===== src/rtl/psm_pkg.sv =====
// psm_pkg: scheduler state encoding and psm phase timing shared by the scheduler files.
package psm_pkg;
  typedef enum logic [1:0] {IDLE, LAUNCH, BUSY, DONE} t_sched_state;
  localparam int TIME_OP1 = 3;
  localparam int TIME_OP2 = 1;
  localparam int TIME_OP3 = 8;
  localparam int PSM_JOB_CYC = TIME_OP1 + TIME_OP2 + TIME_OP3 + 1;
endpackage


===== src/rtl/rr_pick.sv =====
// rr_pick: combinational round-robin winner search starting just after LastId.
module rr_pick #(
  parameter int NUM_REQ = 4,
  parameter int ID_W = $clog2(NUM_REQ)
) (
  input  logic [NUM_REQ-1:0] Req,
  input  logic [ID_W-1:0]    LastId,
  output logic [NUM_REQ-1:0] Win,
  output logic [ID_W-1:0]    WinId,
  output logic               Any
);
  int idx;
  logic [ID_W-1:0] sel;
  // Walk from lowest to highest priority so the nearest requester after LastId overwrites the rest.
  always_comb begin
    Win = '0;
    WinId = '0;
    idx = 0;
    sel = '0;
    for (int k = NUM_REQ; k >= 1; k--) begin
      idx = (int'(LastId) + k) % NUM_REQ;
      sel = ID_W'(idx);
      if (Req[sel]) begin
        Win = '0;
        Win[sel] = 1'b1;
        WinId = sel;
      end
    end
  end
  assign Any = |Req;
endmodule


===== src/rtl/psm_sched.sv =====
// psm_sched: round-robin scheduler that launches a shared psm unit and returns its three phase results.
module psm_sched
  import psm_pkg::*;
#(
  parameter int NUM_REQ = 4,
  parameter int TIMEOUT_CYC = 32,
  parameter int ID_W = $clog2(NUM_REQ)
) (
  input  logic                 Clock,
  input  logic                 Reset,
  input  logic [NUM_REQ-1:0]   Req,
  input  logic [NUM_REQ*8-1:0] ReqDin1,
  input  logic [NUM_REQ*8-1:0] ReqDin2,
  output logic [NUM_REQ-1:0]   Gnt,
  output logic                 Busy,
  output logic                 Done,
  output logic [ID_W-1:0]      DoneId,
  output logic                 DoneErr,
  output logic [7:0]           ResOr,
  output logic [7:0]           ResXor,
  output logic [7:0]           ResOp3,
  output logic                 PsmStart,
  output logic [7:0]           PsmDin1,
  output logic [7:0]           PsmDin2,
  input  logic                 PsmReady,
  input  logic                 PsmOp1,
  input  logic                 PsmOp2,
  input  logic                 PsmOp3,
  input  logic [7:0]           PsmDout
);
  localparam int CNT_W = $clog2(TIMEOUT_CYC + 1);
  t_sched_state state, state_nx;
  logic [ID_W-1:0] last_id, win_id;
  logic [NUM_REQ-1:0] win;
  logic any, grant, seen_op3, fin_ok, tmo, finish;
  logic [CNT_W-1:0] cnt;

  rr_pick #(.NUM_REQ(NUM_REQ), .ID_W(ID_W)) u_pick (
    .Req(Req),
    .LastId(last_id),
    .Win(win),
    .WinId(win_id),
    .Any(any)
  );

  assign grant = state == IDLE && any && PsmReady;
  assign fin_ok = PsmReady && seen_op3;
  assign tmo = cnt == CNT_W'(TIMEOUT_CYC - 1);
  assign finish = state == BUSY && (fin_ok || tmo);
  assign Busy = state != IDLE;

  always_ff @(posedge Clock or negedge Reset) begin
    if (!Reset) state <= IDLE;
    else state <= state_nx;
  end

  always_comb begin
    state_nx = state;
    case (state)
      IDLE:    state_nx = grant ? LAUNCH : IDLE;
      LAUNCH:  state_nx = BUSY;
      BUSY:    state_nx = finish ? DONE : BUSY;
      default: state_nx = IDLE;
    endcase
  end

  // Grant and Start are registered from IDLE only, so Start can never repeat on adjacent cycles.
  always_ff @(posedge Clock or negedge Reset) begin
    if (!Reset) begin
      last_id <= ID_W'(NUM_REQ - 1);
      Gnt <= '0;
      PsmStart <= 1'b0;
      PsmDin1 <= '0;
      PsmDin2 <= '0;
      cnt <= '0;
      seen_op3 <= 1'b0;
      ResOr <= '0;
      ResXor <= '0;
      ResOp3 <= '0;
      Done <= 1'b0;
      DoneErr <= 1'b0;
      DoneId <= '0;
    end else begin
      Gnt <= grant ? win : '0;
      PsmStart <= grant;
      if (grant) begin
        PsmDin1 <= ReqDin1[win_id*8 +: 8];
        PsmDin2 <= ReqDin2[win_id*8 +: 8];
        last_id <= win_id;
      end
      cnt <= state == BUSY ? cnt + 1'b1 : '0;
      seen_op3 <= state == BUSY && (seen_op3 || PsmOp3);
      if (state == BUSY && PsmOp1) ResOr <= PsmDout;
      if (state == BUSY && PsmOp2) ResXor <= PsmDout;
      if (state == BUSY && PsmOp3) ResOp3 <= PsmDout;
      Done <= finish;
      DoneErr <= finish && !fin_ok;
      if (finish) DoneId <= last_id;
    end
  end
endmodule


===== config.mk =====
export PLATFORM = sky130hd
export DESIGN_NAME = psm_sched
export DESIGN_NICKNAME = d
export VERILOG_FILES = /design/src/rtl/psm_pkg.sv /design/src/rtl/rr_pick.sv /design/src/rtl/psm_sched.sv
export SDC_FILE = /design/constraint.sdc
export NUM_CORES = 1
export LEC_CHECK = 0
export ABC_AREA = 1
export CORE_MARGIN = 8
export CORE_UTILIZATION = 50
export CTS_CLUSTER_SIZE = 8
export DETAILED_ROUTE_END_ITERATION = 10
export DONT_BUFFER_PORTS = 1
export GPL_TIMING_DRIVEN = 0
export PLACE_DENSITY_LB_ADDON = 0.1
export SYNTH_ARGS = -nofsm -noshare
export SYNTH_HDL_FRONTEND = slang
export SYNTH_SLANG_ARGS = --single-unit

===== constraint.sdc =====
create_clock -name Clock -period 3.4 [get_ports Clock]
set_input_delay 0.68 -clock Clock [delete_from_list [all_inputs] [get_ports Clock]]
set_output_delay 0.68 -clock Clock [all_outputs]
set_load 0.01 [all_outputs]

logic_types.png
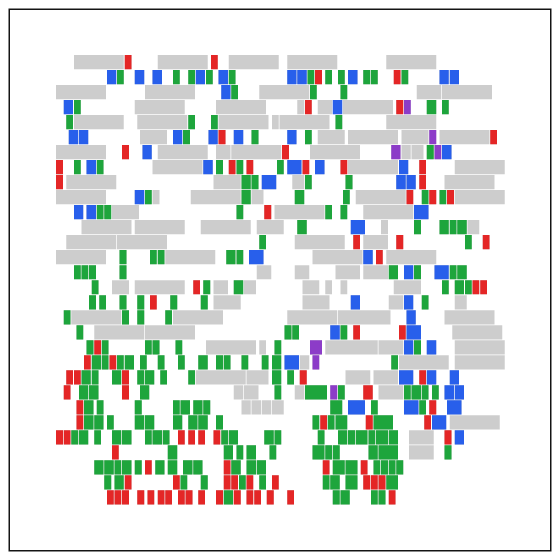
Key: aoi and oai cells = blue [cells 56]; nor cells = purple [cells 7]; inv cells = red [cells 87, where spread over the die]; nand cells = green [cells 212]

congestion.png
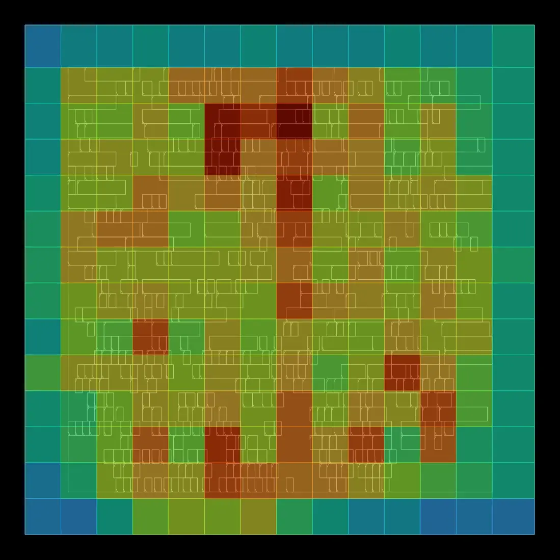
M1 GR Usage: 19.7%
GRT busiest layer: met2
DR WL/cell: 16.2 um

==> run summary <==
setup ws final = 0.901 ns
Worst path slowest cell = dfstp_2
DRT Wirelength = 8960 um
Max-slew headroom = 66.9%
worst-path maximum fanout = 12
comb. cell area = 1430 sq um
Worst Setup End Kind = flop
# clock sinks = 60
maxcap violations = 0
Fmax achieved = 0.400 GHz
R2R depth = 15
Avg Cell Area, Syn = 7.34 sq um
P&R area growth vs syn = 8.26%
vias = 2892
die area = 9570 sq um
top cell category = registers
DRC Markers = 0
fin util = 54.6%
Std-Cell Rows = 30
Late-Pin Clk Latency = 0.33 ns
vias in the first global route = 2948
XORs/XNORs by Area = 0%
min Tclk post-route = 2.50 ns
cell chain of the critical path = inv_2 > ha_1 > inv_1 > nand3_1 > nand2_2 > nand2_2 > nand2_1 > nand2_1 > nand2_4 > buf_4 > nand2_1 > nand3_1 > nand2_1 > nand2_1 > nand2_1
root buffer cell = clkbuf_8
register area share after synthesis = 44.9%
most used logic cell in the final layout = nand2_1
outcome = complete, no violations
WL met2 = 4320 um
DP HPWL = 6980 um
critical path required time = 3.62 ns
IO Pins = 132
registers = 60
cell family with most CP delay = simple AND/OR/NAND/NOR gates
Repair and plain buffers = 17
Synthesized registers = 60
DR top layer = met5
met3 Usage GRT = 9.74%
placer's final routability congestion estimate = 0.904
flops_by_reg.png
Bar = 20 um. Other sequential cells in the stronger grey, the rest of the logic in the fainter grey.
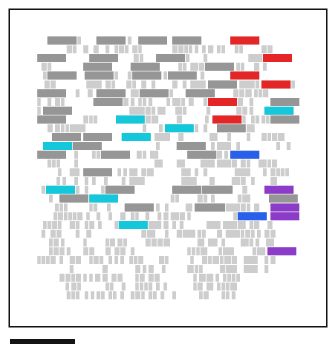
Key: DoneId = blue [sequential cells 2]; Gnt = purple [sequential cells 4]; PsmDin2 = cyan [sequential cells 8]; cnt = red [sequential cells 6, where north-east]
sequential cell area share: 41.5%
Seq group: 0.00140 W

==> Yosys cell counts (all sizes together) <==
cell type	count
nor3	1
inv	86
clkbuf	6
nor2	6
buf	11
nand4	1
clkinv	1
and3	1
o21ai	34
nand2	149
or2	6
dfstp	2
o211ai	11
o31ai	1
nand3	62
a21oi	10
ha	10
dfrtp	58
==> power by group <==
part | total, W | internal [W] | switching [W] | leakage (nW)
sequential | 0.00140 | 0.00104 | 0.000368 | 0.758
combinational | 0.00220 | 0.000763 | 0.00143 | 1.19
clock | 0.000561 | 0.000266 | 0.000296 | 0.0779
total | 0.00416 | 0.00206 | 0.00210 | 2.03
==> per-stage QoR <==
step / instances / area [sq um]
CTS: 552 / 3620
detailed placement: 536 / 3450
global route: 552 / 3620
finish: 552 / 3620
floorplan: 456 / 3350
global placement: 536 / 3450
Power figures rest on the tool's default switching activity, not on a simulated workload.
